==> config.mk <==
export PLATFORM = sky130hd
export DESIGN_NAME = hazard_sched_flat
export DESIGN_NICKNAME = d
export VERILOG_FILES = /design/src/rtl/hazard_sched_pkg.sv /design/src/rtl/hazard_sched_if.sv /design/src/rtl/hazard_sched_md_busy_ctr.sv /design/src/rtl/hazard_sched.sv /design/src/flat_wrapper.sv
export SDC_FILE = /design/constraint.sdc
export NUM_CORES = 1
export LEC_CHECK = 0
export CELL_PAD_IN_SITES_DETAIL_PLACEMENT = 1
export CELL_PAD_IN_SITES_GLOBAL_PLACEMENT = 1
export CORE_MARGIN = 2
export CORE_UTILIZATION = 36
export CTS_CLUSTER_SIZE = 24
export DETAILED_ROUTE_END_ITERATION = 6
export PLACE_DENSITY_LB_ADDON = 0.1
export SLEW_MARGIN = 20
export SYNTH_ARGS = -nofsm -noshare
export SYNTH_HDL_FRONTEND = slang
export SYNTH_SLANG_ARGS = --single-unit
==> constraint.sdc <==
create_clock -name clk -period 5.7 [get_ports clk]
set_input_delay 1.14 -clock clk [delete_from_list [all_inputs] [get_ports clk]]
set_output_delay 1.14 -clock clk [all_outputs]
set_load 0.02 [all_outputs]
==> src/rtl/hazard_sched_pkg.sv <==
// Shared pipeline constants and small hazard/forwarding helpers used by the
// hazard scheduler and its mult/div busy counter.
package hazard_sched_pkg;

    // Tuse encoding for "this source is never read"
    localparam logic [1:0] TUSE_NEVER = 2'd3;

    // Forwarding mux selects shared by the D and E stage bypass muxes
    typedef enum logic [1:0] {
        FWD_DEF = 2'd0,
        FWD_M   = 2'd1,
        FWD_W   = 2'd2
    } fwd_sel_e;

    // Default md unit occupancy after issue in E
    localparam int MULT_LAT_DEF = 5;
    localparam int DIV_LAT_DEF  = 10;

    // A source depends on a producer when it names the producer's destination,
    // the producer really writes, and the register is not the hardwired $0.
    function automatic logic src_match(input logic [4:0] src,
                                       input logic [4:0] dst,
                                       input logic       we);
        return (src != 5'd0) && we && (src == dst);
    endfunction

    // The consumer needs the value before the producer can supply it.
    function automatic logic src_late(input logic [1:0] tuse,
                                      input logic [1:0] tnew);
        return (tuse != TUSE_NEVER) && (tuse < tnew);
    endfunction

    // Youngest-first bypass selection: M (only once AO_M is valid) beats W.
    function automatic fwd_sel_e fwd_select(input logic [4:0] src,
                                            input logic [4:0] a_m,
                                            input logic       we_m,
                                            input logic [1:0] tnew_m,
                                            input logic [4:0] a_w,
                                            input logic       we_w);
        fwd_sel_e sel;
        if (src_match(src, a_m, we_m) && (tnew_m == 2'd0)) begin
            sel = FWD_M;
        end else if (src_match(src, a_w, we_w)) begin
            sel = FWD_W;
        end else begin
            sel = FWD_DEF;
        end
        return sel;
    endfunction

endpackage

==> src/rtl/hazard_sched_if.sv <==
// Pipeline-side view of the hazard scheduler: stage register numbers and
// timing info in, hold/flush/forwarding controls out.
interface hazard_sched_if #(
    parameter int STALL_CNT_W = 32
);
    // D stage sources
    logic [4:0]             rs_D;
    logic [4:0]             rt_D;
    logic [1:0]             tuse_rs_D;
    logic [1:0]             tuse_rt_D;
    logic                   md_D;
    // E stage
    logic [4:0]             rs_E;
    logic [4:0]             rt_E;
    logic [4:0]             a_E;
    logic                   we_E;
    logic [1:0]             tnew_E;
    logic                   md_start_E;
    logic                   md_div_E;
    // M and W stages
    logic [4:0]             a_M;
    logic                   we_M;
    logic [1:0]             tnew_M;
    logic [4:0]             a_W;
    logic                   we_W;
    // Controls back to the pipeline
    logic                   pc_en;
    logic                   hold_D;
    logic                   clr_E;
    logic [1:0]             fwd_rs_D;
    logic [1:0]             fwd_rt_D;
    logic [1:0]             fwd_rs_E;
    logic [1:0]             fwd_rt_E;
    logic                   md_busy;
    logic [STALL_CNT_W-1:0] stall_cnt;

    // Pipeline side: supplies stage info, consumes controls
    modport master (
        output rs_D, rt_D, tuse_rs_D, tuse_rt_D, md_D,
        output rs_E, rt_E, a_E, we_E, tnew_E, md_start_E, md_div_E,
        output a_M, we_M, tnew_M, a_W, we_W,
        input  pc_en, hold_D, clr_E,
        input  fwd_rs_D, fwd_rt_D, fwd_rs_E, fwd_rt_E,
        input  md_busy, stall_cnt
    );

    // Scheduler side
    modport slave (
        input  rs_D, rt_D, tuse_rs_D, tuse_rt_D, md_D,
        input  rs_E, rt_E, a_E, we_E, tnew_E, md_start_E, md_div_E,
        input  a_M, we_M, tnew_M, a_W, we_W,
        output pc_en, hold_D, clr_E,
        output fwd_rs_D, fwd_rt_D, fwd_rs_E, fwd_rt_E,
        output md_busy, stall_cnt
    );
endinterface

==> src/rtl/hazard_sched_md_busy_ctr.sv <==
// Mult/div occupancy counter. A start while idle loads the op latency; the
// count then runs down to zero. Busy is registered alongside the count so it
// drops immediately on reset.
module md_busy_ctr
    import hazard_sched_pkg::*;
#(
    parameter int MULT_LAT = MULT_LAT_DEF,
    parameter int DIV_LAT  = DIV_LAT_DEF
) (
    input  logic clk,
    input  logic clr_n,
    input  logic i_start,
    input  logic i_div,
    output logic o_busy
);
    localparam int MAX_LAT = (DIV_LAT > MULT_LAT) ? DIV_LAT : MULT_LAT;
    localparam int CNT_W   = $clog2(MAX_LAT + 1);

    logic [CNT_W-1:0] r_cnt;
    logic             r_busy;
    logic [CNT_W-1:0] w_cnt_nxt;

    // Next count: load on an accepted start, otherwise run down; a start
    // while busy is dropped and leaves the count alone.
    always_comb begin
        w_cnt_nxt = r_cnt;
        if (i_start && !r_busy) begin
            w_cnt_nxt = i_div ? CNT_W'(DIV_LAT) : CNT_W'(MULT_LAT);
        end else if (r_busy) begin
            w_cnt_nxt = r_cnt - CNT_W'(1);
        end else begin
            w_cnt_nxt = r_cnt;
        end
    end

    // Count and busy flag registers; reset aborts an in-flight operation
    always_ff @(posedge clk or negedge clr_n) begin
        if (!clr_n) begin
            r_cnt  <= '0;
            r_busy <= 1'b0;
        end else begin
            r_cnt  <= w_cnt_nxt;
            r_busy <= (w_cnt_nxt != '0);
        end
    end

    assign o_busy = r_busy;

endmodule

==> src/rtl/hazard_sched.sv <==
// Hazard scheduler for the 5-stage pipeline: Tuse/Tnew stall detection,
// mult/div interlock, D/E forwarding selects and a stall cycle counter.
module hazard_sched
    import hazard_sched_pkg::*;
#(
    parameter int MULT_LAT    = MULT_LAT_DEF,
    parameter int DIV_LAT     = DIV_LAT_DEF,
    parameter int STALL_CNT_W = 32
) (
    input  logic          clk,
    input  logic          clr_n,
    hazard_sched_if.slave bus
);
    logic                   w_stall_data;
    logic                   w_stall_md;
    logic                   w_stall;
    logic                   w_md_busy;
    fwd_sel_e               w_fwd_rs_d;
    fwd_sel_e               w_fwd_rt_d;
    fwd_sel_e               w_fwd_rs_e;
    fwd_sel_e               w_fwd_rt_e;
    logic [STALL_CNT_W-1:0] r_stall_cnt;

    md_busy_ctr #(
        .MULT_LAT (MULT_LAT),
        .DIV_LAT  (DIV_LAT)
    ) u_md_busy_ctr (
        .clk     (clk),
        .clr_n   (clr_n),
        .i_start (bus.md_start_E),
        .i_div   (bus.md_div_E),
        .o_busy  (w_md_busy)
    );

    // Stall decision: a D source produced too late by E or M, or a HI/LO user
    // while the md unit is occupied or just being issued.
    always_comb begin
        w_stall_data = (src_match(bus.rs_D, bus.a_E, bus.we_E) && src_late(bus.tuse_rs_D, bus.tnew_E))
                     | (src_match(bus.rs_D, bus.a_M, bus.we_M) && src_late(bus.tuse_rs_D, bus.tnew_M))
                     | (src_match(bus.rt_D, bus.a_E, bus.we_E) && src_late(bus.tuse_rt_D, bus.tnew_E))
                     | (src_match(bus.rt_D, bus.a_M, bus.we_M) && src_late(bus.tuse_rt_D, bus.tnew_M));
        w_stall_md   = bus.md_D & (w_md_busy | bus.md_start_E);
        w_stall      = w_stall_data | w_stall_md;
    end

    // Bypass selects for both consuming stages
    always_comb begin
        w_fwd_rs_d = fwd_select(bus.rs_D, bus.a_M, bus.we_M, bus.tnew_M, bus.a_W, bus.we_W);
        w_fwd_rt_d = fwd_select(bus.rt_D, bus.a_M, bus.we_M, bus.tnew_M, bus.a_W, bus.we_W);
        w_fwd_rs_e = fwd_select(bus.rs_E, bus.a_M, bus.we_M, bus.tnew_M, bus.a_W, bus.we_W);
        w_fwd_rt_e = fwd_select(bus.rt_E, bus.a_M, bus.we_M, bus.tnew_M, bus.a_W, bus.we_W);
    end

    // Pipeline controls; held at their free-running values while in reset
    always_comb begin
        bus.pc_en    = 1'b1;
        bus.hold_D   = 1'b0;
        bus.clr_E    = 1'b0;
        bus.fwd_rs_D = FWD_DEF;
        bus.fwd_rt_D = FWD_DEF;
        bus.fwd_rs_E = FWD_DEF;
        bus.fwd_rt_E = FWD_DEF;
        if (!clr_n) begin
            bus.pc_en    = 1'b1;
            bus.hold_D   = 1'b0;
            bus.clr_E    = 1'b0;
            bus.fwd_rs_D = FWD_DEF;
            bus.fwd_rt_D = FWD_DEF;
            bus.fwd_rs_E = FWD_DEF;
            bus.fwd_rt_E = FWD_DEF;
        end else begin
            bus.pc_en    = ~w_stall;
            bus.hold_D   = w_stall;
            bus.clr_E    = w_stall;
            bus.fwd_rs_D = w_fwd_rs_d;
            bus.fwd_rt_D = w_fwd_rt_d;
            bus.fwd_rs_E = w_fwd_rs_e;
            bus.fwd_rt_E = w_fwd_rt_e;
        end
    end

    // Stall cycle counter, wraps naturally at its width
    always_ff @(posedge clk or negedge clr_n) begin
        if (!clr_n) begin
            r_stall_cnt <= '0;
        end else if (w_stall) begin
            r_stall_cnt <= r_stall_cnt + STALL_CNT_W'(1);
        end else begin
            r_stall_cnt <= r_stall_cnt;
        end
    end

    assign bus.md_busy   = w_md_busy;
    assign bus.stall_cnt = r_stall_cnt;

endmodule

==> src/flat_wrapper.sv <==
// flat-port wrapper written by rule: the top's interface ports become plain ports
module hazard_sched_flat import hazard_sched_pkg::*;
#(
    parameter int MULT_LAT    = MULT_LAT_DEF,
    parameter int DIV_LAT     = DIV_LAT_DEF,
    parameter int STALL_CNT_W = 32
)
  (clk, clr_n, bus_rs_D, bus_rt_D, bus_tuse_rs_D, bus_tuse_rt_D, bus_md_D, bus_rs_E, bus_rt_E, bus_a_E, bus_we_E, bus_tnew_E, bus_md_start_E, bus_md_div_E, bus_a_M, bus_we_M, bus_tnew_M, bus_a_W, bus_we_W, bus_pc_en, bus_hold_D, bus_clr_E, bus_fwd_rs_D, bus_fwd_rt_D, bus_fwd_rs_E, bus_fwd_rt_E, bus_md_busy, bus_stall_cnt);
  hazard_sched_if #(.STALL_CNT_W(STALL_CNT_W)) bus_i ();
  input  logic clk;
  input  logic clr_n;
  input wire logic [$bits(bus_i.rs_D)-1:0] bus_rs_D;
  input wire logic [$bits(bus_i.rt_D)-1:0] bus_rt_D;
  input wire logic [$bits(bus_i.tuse_rs_D)-1:0] bus_tuse_rs_D;
  input wire logic [$bits(bus_i.tuse_rt_D)-1:0] bus_tuse_rt_D;
  input wire logic [$bits(bus_i.md_D)-1:0] bus_md_D;
  input wire logic [$bits(bus_i.rs_E)-1:0] bus_rs_E;
  input wire logic [$bits(bus_i.rt_E)-1:0] bus_rt_E;
  input wire logic [$bits(bus_i.a_E)-1:0] bus_a_E;
  input wire logic [$bits(bus_i.we_E)-1:0] bus_we_E;
  input wire logic [$bits(bus_i.tnew_E)-1:0] bus_tnew_E;
  input wire logic [$bits(bus_i.md_start_E)-1:0] bus_md_start_E;
  input wire logic [$bits(bus_i.md_div_E)-1:0] bus_md_div_E;
  input wire logic [$bits(bus_i.a_M)-1:0] bus_a_M;
  input wire logic [$bits(bus_i.we_M)-1:0] bus_we_M;
  input wire logic [$bits(bus_i.tnew_M)-1:0] bus_tnew_M;
  input wire logic [$bits(bus_i.a_W)-1:0] bus_a_W;
  input wire logic [$bits(bus_i.we_W)-1:0] bus_we_W;
  output wire logic [$bits(bus_i.pc_en)-1:0] bus_pc_en;
  output wire logic [$bits(bus_i.hold_D)-1:0] bus_hold_D;
  output wire logic [$bits(bus_i.clr_E)-1:0] bus_clr_E;
  output wire logic [$bits(bus_i.fwd_rs_D)-1:0] bus_fwd_rs_D;
  output wire logic [$bits(bus_i.fwd_rt_D)-1:0] bus_fwd_rt_D;
  output wire logic [$bits(bus_i.fwd_rs_E)-1:0] bus_fwd_rs_E;
  output wire logic [$bits(bus_i.fwd_rt_E)-1:0] bus_fwd_rt_E;
  output wire logic [$bits(bus_i.md_busy)-1:0] bus_md_busy;
  output wire logic [$bits(bus_i.stall_cnt)-1:0] bus_stall_cnt;
  assign bus_i.rs_D = bus_rs_D;
  assign bus_i.rt_D = bus_rt_D;
  assign bus_i.tuse_rs_D = bus_tuse_rs_D;
  assign bus_i.tuse_rt_D = bus_tuse_rt_D;
  assign bus_i.md_D = bus_md_D;
  assign bus_i.rs_E = bus_rs_E;
  assign bus_i.rt_E = bus_rt_E;
  assign bus_i.a_E = bus_a_E;
  assign bus_i.we_E = bus_we_E;
  assign bus_i.tnew_E = bus_tnew_E;
  assign bus_i.md_start_E = bus_md_start_E;
  assign bus_i.md_div_E = bus_md_div_E;
  assign bus_i.a_M = bus_a_M;
  assign bus_i.we_M = bus_we_M;
  assign bus_i.tnew_M = bus_tnew_M;
  assign bus_i.a_W = bus_a_W;
  assign bus_i.we_W = bus_we_W;
  assign bus_pc_en = bus_i.pc_en;
  assign bus_hold_D = bus_i.hold_D;
  assign bus_clr_E = bus_i.clr_E;
  assign bus_fwd_rs_D = bus_i.fwd_rs_D;
  assign bus_fwd_rt_D = bus_i.fwd_rt_D;
  assign bus_fwd_rs_E = bus_i.fwd_rs_E;
  assign bus_fwd_rt_E = bus_i.fwd_rt_E;
  assign bus_md_busy = bus_i.md_busy;
  assign bus_stall_cnt = bus_i.stall_cnt;
  hazard_sched #(.MULT_LAT(MULT_LAT), .DIV_LAT(DIV_LAT), .STALL_CNT_W(STALL_CNT_W)) u_core (.clk(clk), .clr_n(clr_n), .bus(bus_i));
endmodule
Run 1, PDN straps and rails:
Scale bar: 20 um. Pins as bars on the die edge.
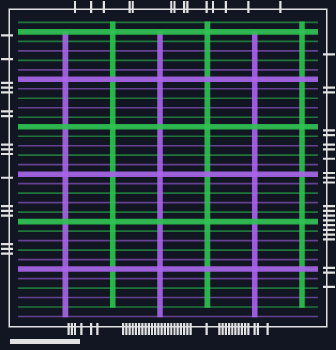
| color | net |
|---|---|
| green | VDD |
| purple | VSS |
met1 rails: 32
met5 straps: 6

Run 1, placed cells, one color a class:
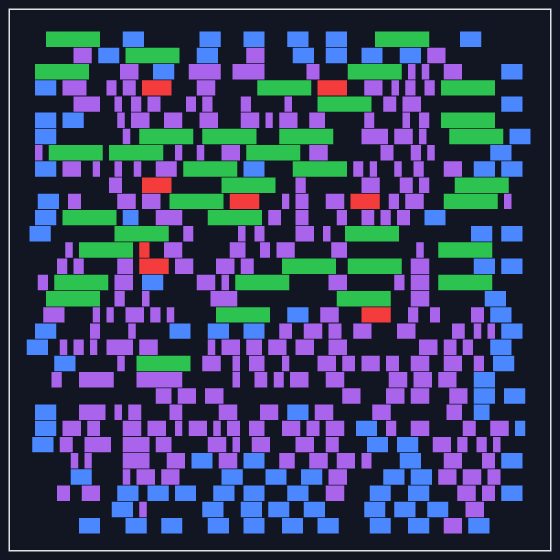
| color | class | cells | share of their area |
|---|---|---|---|
| red | clock drivers and dummy loads | 8 | 2.8% |
| green | sequential cells | 37 | 25% |
| purple | remaining logic cells | 240 | 46% |
| blue | remaining buffers and delay cells | 96 | 26% |

Run 1, clock distribution:
Scale bar: 20 um.
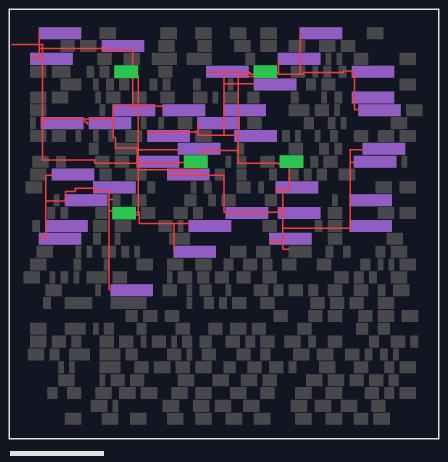
[red] clock wires | length: 525 um
[green] clock-net drivers | count: 5
[purple] flip-flops | count: 37
routed clock nets: 6
Clock Skews: 0.00498 ns
clock power share: 20.5%

Run 1, signal wires by layer:
Scale bar: 20 um.
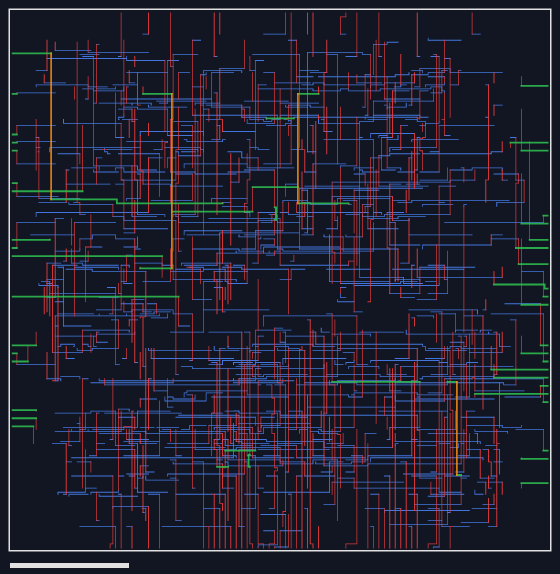
| color | layer | wire length |
|---|---|---|
| green | M3 | 303 um |
| blue | M1 | 3660 um |
| orange | M4 | 87.7 um |
| red | M2 | 3750 um |
Vias: 2427
detailed-route wire length: 7.80 mm
gr usage total: 19.6%
detail-routed net length per standard cell: 16.2 um

==> Slide: Implementation Results, run 1 <==
Implementation Results

Cells and area
  – Filler instances: 849
  – Area grow syn2layout: 40.4%
  – Count of clock buffers in the final design: 7
  – Total non-filler cell area in the finished layout: 0.00379 sq mm
  – Seq Cell Count: 37
  – Flip-flop count of the largest register after layout: 32
  – Fraction of area in registers: 24.4%
  – Leading cell type in the layout, fill and taps excluded: sky130_fd_sc_hd__clkdlybuf4s50_1

Place
  – Final RePlAce weighted congestion: 0.950
  – Area after detailed placement: 0.00369 sq mm
  – Number of placed instances, taps included: 472
  – Count of input and output buffers: 94

Yosys
  – Seq share, synth: 34.3%
  – Xor-xnor portion of the synthesized cell area: 26.6%
  – Cell type with the highest aggregate area in the netlist: sky130_fd_sc_hd__dfrtp_1
  – Top area contributor share: 34.3%
  – Netlist area before placement: 0.00270 sq mm
  – Count of flip-flops with a built-in enable after synthesis: 0
  – Mean cell area of the mapped netlist: 9.15 sq um

Worst setup path
  – Series of cell instances along the critical path: clkdlybuf4s50_1, or4_1, o211ai_1, nor2_1, a2111oi_0, clkdlybuf4s50_1
  – WP data arrival: 3.84 ns
  – Kind of cell with the highest combined delay on the critical path: buffers and inverters
  – Data required time of the worst path: 4.56 ns

Final timing
  – Max-slew headroom at the worst pin: 60.2%
  – Least-Margin Pin Slew: 0.595 ns
  – Max Freq: 0.201 GHz
  – RSZ-0062 raised after global routing: no
  – Hold Fails Final Rpt: 0

Die
  – Inserted tap cell count: 99
  – Die Size: 0.00821 sq mm
  – Die height: 90.6 um

Power and ir drop
  – Power density over the cells: 264 mW/mm^2
  – Cell-internal power: 631 uW
  – Sw power: 368 uW
  – Power consumption: 999 uW
  – Seq pwr: 385 uW

GRT
  – Vias in the first global route: 2552

Min path
  – Hold Crit Endpoint: u_core.bus.stall_cnt[25]
  – Number of stages on the worst hold path: 1

Run status
  – Outcome: complete, no violations

Clocking
  – Clock root buffer: sky130_fd_sc_hd__clkbuf_8
  – Clk pin slew, worst setup/hold paths: 0.07 ns
==> run 1: how the worst max path moves through the flow <==
stage	from	end	slack (ns)	depth (start not counted)
after floorplan	bus_rs_D[0]	bus_hold_D	1.44	8
after CTS	bus_rs_D[0]	bus_fwd_rs_D[1]	0.76	6
after detailed placement	bus_rs_D[0]	bus_fwd_rs_D[1]	0.77	6
after global routing	bus_rs_D[0]	bus_fwd_rs_D[1]	0.66	6
final	bus_rs_D[0]	bus_fwd_rs_D[1]	0.72	6
after global placement	bus_rt_D[3]	bus_pc_en	0.85	7
==> run 1: per-layer routing <==
metal	vias to the layer above	global-route usage, %	part of all wire [%]
met1	1170	26.4	47
met2	59	32.6	48
met5	-	0	0
li1	1188	-	-
met3	10	3.59	3.9
met4	0	5.00	1.1
==> run 1 -> run 2 <==
Settings changed: SLEW_MARGIN 20 to not set.
==> run 2 against run 1 <==
Wire length unchanged; global-route usage unchanged; critical path depth is the same; sequential power is essentially flat; synthesized cell count did not move; cell area unchanged; via count unchanged; sequential share of layout area unchanged; critical endpoint unchanged; largest cell class unchanged; highest routed layer unchanged.
==> Slide: Implementation Results, run 2 <==
Implementation Results

Cells and area
  – Flip-flop count of the largest register after layout: 32 (unchanged)
  – Area grow syn2layout: 40.4% (unchanged)
  – Total non-filler cell area in the finished layout: 0.00379 sq mm (unchanged)

Routing
  – Vias: 2427 (unchanged)
  – Detailed-route wire length: 7.80 mm (unchanged)

Min path
  – Hold Crit Endpoint: u_core.bus.stall_cnt[25]
  – Number of stages on the worst hold path: 1 (unchanged)

Place
  – Count of input and output buffers: 94 (unchanged)
  – Number of placed instances, taps included: 472 (unchanged)
  – Final RePlAce weighted congestion: 0.950 (unchanged)

Die
  – Die height: 90.6 um (unchanged)
  – Die Size: 0.00821 sq mm (unchanged)

Yosys
  – Mean cell area of the mapped netlist: 9.15 sq um (unchanged)
  – Count of flip-flops with a built-in enable after synthesis: 0 (unchanged)
  – Netlist area before placement: 0.00270 sq mm (unchanged)
  – Xor-xnor portion of the synthesized cell area: 26.6% (unchanged)
  – Seq share, synth: 34.3% (unchanged)
  – Top area contributor share: 34.3% (unchanged)

Final timing
  – Max-slew headroom at the worst pin: 60.2% (unchanged)
  – RSZ-0062 raised after global routing: no
  – Max Freq: 0.201 GHz (unchanged)
  – Hold Fails Final Rpt: 0 (unchanged)
  – Clock Skews: 0.00498 ns (unchanged)

Run status
  – Outcome: complete, no violations

Worst setup path
  – Kind of cell with the highest combined delay on the critical path: buffers and inverters
  – CP Depth: 6 (unchanged)
  – Series of cell instances along the critical path: clkdlybuf4s50_1, or4_1, o211ai_1, nor2_1, a2111oi_0, clkdlybuf4s50_1
  – Timing startpoint of the critical path: bus_rs_D[0]
  – WP data arrival: 3.84 ns (about the same)
  – Data required time of the worst path: 4.56 ns (about the same)

Power and ir drop
  – Power density over the cells: 264 mW/mm^2 (unchanged)

Clocking
  – Clk pin slew, worst setup/hold paths: 0.07 ns (about the same)
  – Clock root buffer: sky130_fd_sc_hd__clkbuf_8

GRT
  – Gr usage total: 19.6% (unchanged)
## run 2: cell counts in the layout (fill, tap and decap cells not counted)
Identical to the previous run, type by type.
## run 2: layer usage
layer  track usage, %  vias up  share of wire (%)
met2             32.6       59                 48
met3             3.59       10                3.9
met5                0        -                  0
met1             26.4     1170                 47
li1                 -     1188                  -
met4             5.00        0                1.1
## run 2: cell type report
type,instances,area (sq um)
multi-input combinational,229,1650
sequential,37,926
clock inverter,1,5.00
timing repair buffer,96,951
clock buffer,7,96.3
tap,99,124
inverter,11,41.3
fill,849,3460
## run 2: where the power goes
part / leakage [nW] / internal [mW] / switching (mW)
Clock: 0.0542 / 0.109 / 0.0954
Combinational: 0.997 / 0.201 / 0.208
Sequential: 0.458 / 0.320 / 0.0651
Run 2, clock distribution:
Scale bar: 20 um.
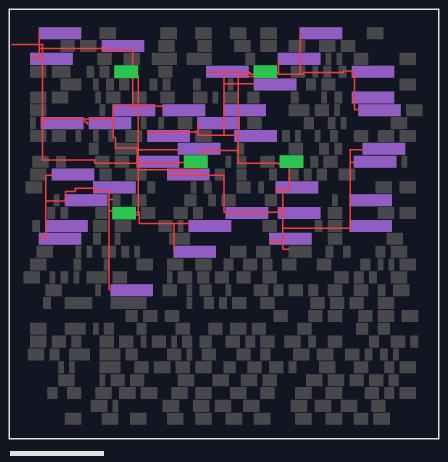
[green] clock-net drivers | count: 5
[purple] flip-flops | count: 37
[red] clock wires | length: 525 um
routed clock nets: 6

==> run 2 -> run 3 <==
Settings changed: CAP_MARGIN set to 20, CTS_BUF_LIST set to sky130_fd_sc_hd__clkbuf_8 sky130_fd_sc_hd__clkbuf_16.
==> run 3 against run 2 <==
Final cell count unchanged; worst hold slack is the same; worst setup slack unchanged; critical path depth did not move; fmax is the same; sequential cell count unchanged; sequential share of layout area did not move; first-iteration DRC count unchanged; wire length unchanged; highest routed layer unchanged.
==> Slide: Implementation Results, run 3 <==
Implementation Results

Run status
  – Outcome: complete, no violations

Routing
  – Uppermost metal layer occupied by signal nets: met4
  – Vias: 2427 (unchanged)
  – Detailed-route wire length: 7.80 mm (unchanged)
  – Met3 wirelength from detailed routing: 302 um (unchanged)
  – WL met2: 3.75 mm (unchanged)

GRT
  – Global Route met1 Usage: 26.4% (unchanged)
  – Highest-utilization routing layer at the global route stage: met2

Power and ir drop
  – Power density over the cells: 264 mW/mm^2 (unchanged)
  – Sw power: 368 uW (unchanged)
  – Clock power share: 20.5% (about the same)
  – Logic gate share of total power: 40.9% (about the same)
  – Proportion of total power due to net switching: 36.9% (unchanged)
  – Cell-internal power: 631 uW (unchanged)

Die
  – Die Size: 0.00821 sq mm (unchanged)
  – Die height: 90.6 um (unchanged)

Yosys
  – Netlist area before placement: 0.00270 sq mm (unchanged)
  – Xor-xnor portion of the synthesized cell area: 26.6% (unchanged)
  – Top area contributor share: 34.3% (unchanged)
  – Count of flip-flops with a built-in enable after synthesis: 0 (unchanged)
  – Seq share, synth: 34.3% (unchanged)

Cells and area
  – Filler instances: 849 (unchanged)
  – Flip-flop count of the largest register after layout: 32 (unchanged)

Final timing
  – Max-slew headroom at the worst pin: 60.2% (unchanged)

Worst setup path
  – Timing startpoint of the critical path: bus_rs_D[0]
  – CP Depth: 6 (unchanged)
  – Data required time of the worst path: 4.56 ns (about the same)

Clocking
  – Clock root buffer: sky130_fd_sc_hd__clkbuf_8

Place
  – Final RePlAce weighted congestion: 0.950 (unchanged)
  – Count of input and output buffers: 94 (unchanged)
## run 3: cell counts after synthesis
Identical to the previous run, type by type.
## run 3: final cells by class
| type | count | area (sq um) | area share (%) |
|---|---|---|---|
| Timing Repair Buffer | 96 | 951 | 25.1 |
| Tap cell | 99 | 124 | 3.27 |
| Inverter | 11 | 41.3 | 1.09 |
| Multi-Input combinational cell | 229 | 1650 | 43.4 |
| Clock inverter | 1 | 5.00 | 0.132 |
| Clock buffer | 7 | 96.3 | 2.54 |
| Sequential cell | 37 | 926 | 24.4 |
## run 3: power groups by stage
stage	logic (mW)	registers, mW	clock network, mW
3_5_place_dp	0.413	0.391	0
5_1_grt	0.449	0.398	0.222
2_1_floorplan	0.198	0.422	0
3_3_place_gp	0.404	0.388	0
6_report	0.409	0.385	0.205
4_1_cts	0.415	0.387	0.211
Run 3, placed cells, one color a class:
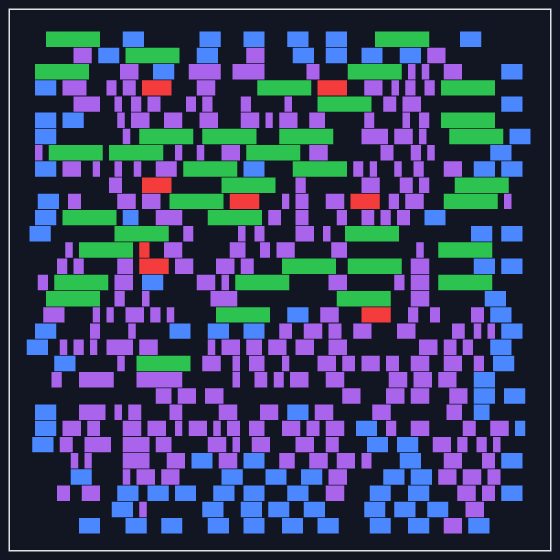
| color | class | cells | share of their area |
|---|---|---|---|
| red | clock drivers and dummy loads | 8 | 2.8% |
| blue | remaining buffers and delay cells | 96 | 26% |
| green | sequential cells | 37 | 25% |
| purple | remaining logic cells | 240 | 46% |
Final Util: 52.2%
total non-filler cell area in the finished layout: 0.00379 sq mm

No activity file was given, so power comes from the tool's default toggle rates.
